[src/rtl/data_memory_responder.sv]
// data_memory_responder: byte-serial SRAM responder for 1/2/4/8-byte loads and stores
// under a four-phase memory_start/memory_done handshake.
module data_memory_responder #(
    parameter int ADDR_WIDTH = 16
) (
    input  logic                  clk,
    input  logic                  reset,
    input  logic                  memory_start,
    input  logic                  sel_mem_operation,
    input  logic [1:0]            sel_mem_size,
    input  logic [ADDR_WIDTH-1:0] address,
    input  logic [63:0]           write_data,
    output logic [63:0]           read_data,
    output logic                  memory_done,
    output logic                  busy,
    output logic                  ram_en,
    output logic                  ram_we,
    output logic [ADDR_WIDTH-1:0] ram_addr,
    output logic [7:0]            ram_wdata,
    input  logic [7:0]            ram_rdata
);
    typedef enum logic [1:0] {IDLE, XFER, TAIL, DONE} state_t;
    state_t state, state_nx;
    logic                  op;
    logic [1:0]            size;
    logic [ADDR_WIDTH-1:0] base;
    logic [63:0]           wbuf;
    logic [2:0]            k;
    logic [2:0]            nm1;
    logic [2:0]            cap_idx;
    logic                  last, cap;
    // k wraps to 0 after the eighth byte, so k-1 still names the last byte in TAIL
    assign nm1     = {&size, size[1], |size};
    assign last    = k == nm1;
    assign cap_idx = k - 3'd1;
    assign cap     = (state == XFER && k != 3'd0 && !op) || state == TAIL;
    assign ram_en      = state == XFER;
    assign ram_we      = ram_en & op;
    assign ram_addr    = ram_en ? base + ADDR_WIDTH'(k) : '0;
    assign ram_wdata   = ram_en ? wbuf[{k, 3'b000} +: 8] : '0;
    assign memory_done = state == DONE;
    assign busy        = state == XFER || state == TAIL;
    always_comb begin
        state_nx = state;
        case (state)
            IDLE:    state_nx = memory_start ? XFER : IDLE;
            XFER:    state_nx = last ? (op ? DONE : TAIL) : XFER;
            TAIL:    state_nx = DONE;
            default: state_nx = memory_start ? DONE : IDLE;
        endcase
    end
    always_ff @(posedge clk or negedge reset) begin
        if (!reset) state <= IDLE;
        else        state <= state_nx;
    end
    always_ff @(posedge clk or negedge reset) begin
        if (!reset) begin
            op        <= 1'b0;
            size      <= 2'd0;
            base      <= '0;
            wbuf      <= '0;
            k         <= 3'd0;
            read_data <= '0;
        end else begin
            if (state == IDLE && memory_start) begin
                op   <= sel_mem_operation;
                size <= sel_mem_size;
                base <= address;
                wbuf <= write_data;
                k    <= 3'd0;
                if (!sel_mem_operation) read_data <= '0;
            end
            if (state == XFER) k <= k + 3'd1;
            if (cap) read_data[{cap_idx, 3'b000} +: 8] <= ram_rdata;
        end
    end
endmodule
[config.mk]
export PLATFORM = sky130hd
export DESIGN_NAME = data_memory_responder
export DESIGN_NICKNAME = d
export VERILOG_FILES = /design/src/rtl/data_memory_responder.sv
export SDC_FILE = /design/constraint.sdc
export NUM_CORES = 1
export LEC_CHECK = 0
export CAP_MARGIN = 15
export CORE_AREA = 2 2 160 162
export CTS_CLUSTER_DIAMETER = 100
export DETAILED_ROUTE_END_ITERATION = 8
export DIE_AREA = 0 0 162 164
export GPL_ROUTABILITY_DRIVEN = 0
export RECOVER_POWER = 100
export SLEW_MARGIN = 40
export SYNTH_ARGS = -nofsm -noshare
export SYNTH_HDL_FRONTEND = slang
export SYNTH_SLANG_ARGS = --single-unit
[constraint.sdc]
create_clock -name clk -period 4.28 [get_ports clk]
set_clock_uncertainty 0.05 [all_clocks]
set_input_delay 1.07 -clock clk [delete_from_list [all_inputs] [get_ports clk]]
set_output_delay 1.07 -clock clk [all_outputs]
set_load 0.01 [all_outputs]
**Metal layers overlaid**

Scale bar: 50 um. Two of the layers only.
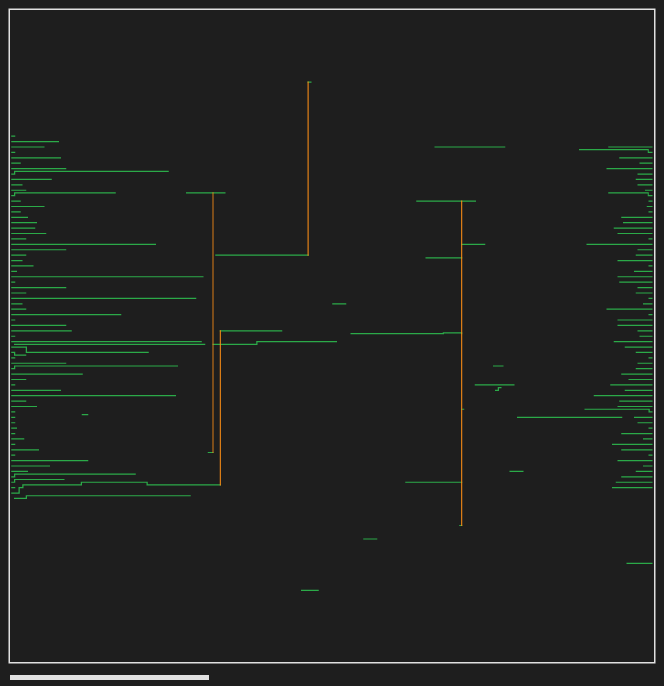
colour	layer	wire length
orange	M4	229 um
green	M3	1510 um
wire length per cell: 17.38 um
via count: 5170
GRT Util Overall: 14.88%
wire length reported by the detailed router: 19410 um

**Layout detail**

Scale bar: 5 um. Region (112, 113) to (132, 133) um. Cells in grey, sequential cells in the stronger grey; small squares are vias.
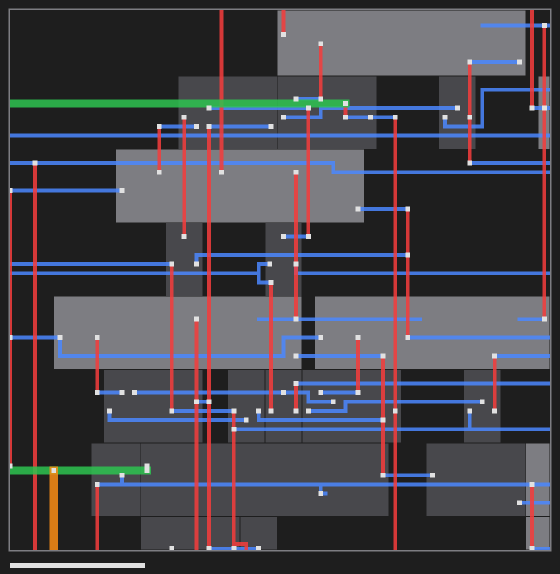
colour	layer
green	M3
orange	M4
red	M2
blue	M1
sequential cells in the window	4
netlist names of flops here include	`read_data` (4)
most frequent	nand2_1 (6), mux2i_1 (4), dfrtp_1 (4)
cells with their middle in the window	17

==> results.txt <==
run results: setup slack on the worst flop-to-flop path 490 ps, clock slew at the register clock pins of the worst setup and hold paths 60 ps, overall power consumption 7141 uW, layout clock buffer count 18, final critical path time including I/O delays and setup 4086 ps, most heavily used metal layer in global routing met2, Worst path max stage delay 560 ps, Worst Reg-to-Reg Cells 8, post-route ant nets 0, AND-OR/OR-AND Cells, Area Fraction 3.198%, total setup buffers inserted after CTS 0, final cell area excluding filler cells 0.01006 sq mm, outcome finished with violations, routed length on met2 9104 um, fraction of registers with async set or reset after synthesis 100.0%, ant diodes 0, Critical path buffers and inverters 2, share of total power in sequential cells 34.1%, Power Combinational 3220 uW, cell taking the most area after synthesis sky130_fd_sc_hd__dfrtp_1, Critical Path Source Type register, Hold Path Sink wbuf[22], end of the worst register-to-register path read_data[47], width of the chip 162 um, synthesized-area fraction occupied by and/or/nand/nor cells 10.32%, Layout Area Growth over Synthesis 36.77%, share of the final layout cell area in sequential cells 37.81%, met2 demand-to-capacity share in global routing 24.12%, worst-path maximum fanout 6, violations in the final reports max-capacitance violations, max-slew violations, detail-routed via count per cell 4.628, clock latency on the worst-skew pair 410 ps, max layer used met4, fraction of met3 tracks used by global routing 5.025%, reported max-cap violation count 2, P_int 4560 uW, biggest area consumer among cell classes registers, vias in the first global route 5283, pins over their slew limit 172, register bit count reported by yosys 152, commonest cells after routing, fill and taps aside sky130_fd_sc_hd__dfrtp_1, sky130_fd_sc_hd__clkdlybuf4s50_1, sky130_fd_sc_hd__nand2_1, TritonCTS Buffers 17, Tap Count 330, total of warnings raised by yosys 0, setup slack of the critical path after layout 193.6 ps, summed negative setup slack over all endpoints 0 ps, drt pass-1 iters 4, post-route core utilization 40.54%, power density over cell area 709.7 mW/mm^2, number of endpoints failing setup at the final stage 0, per-instance average area after synthesis 12.45 sq um
Power and IR drop assume default switching activity.
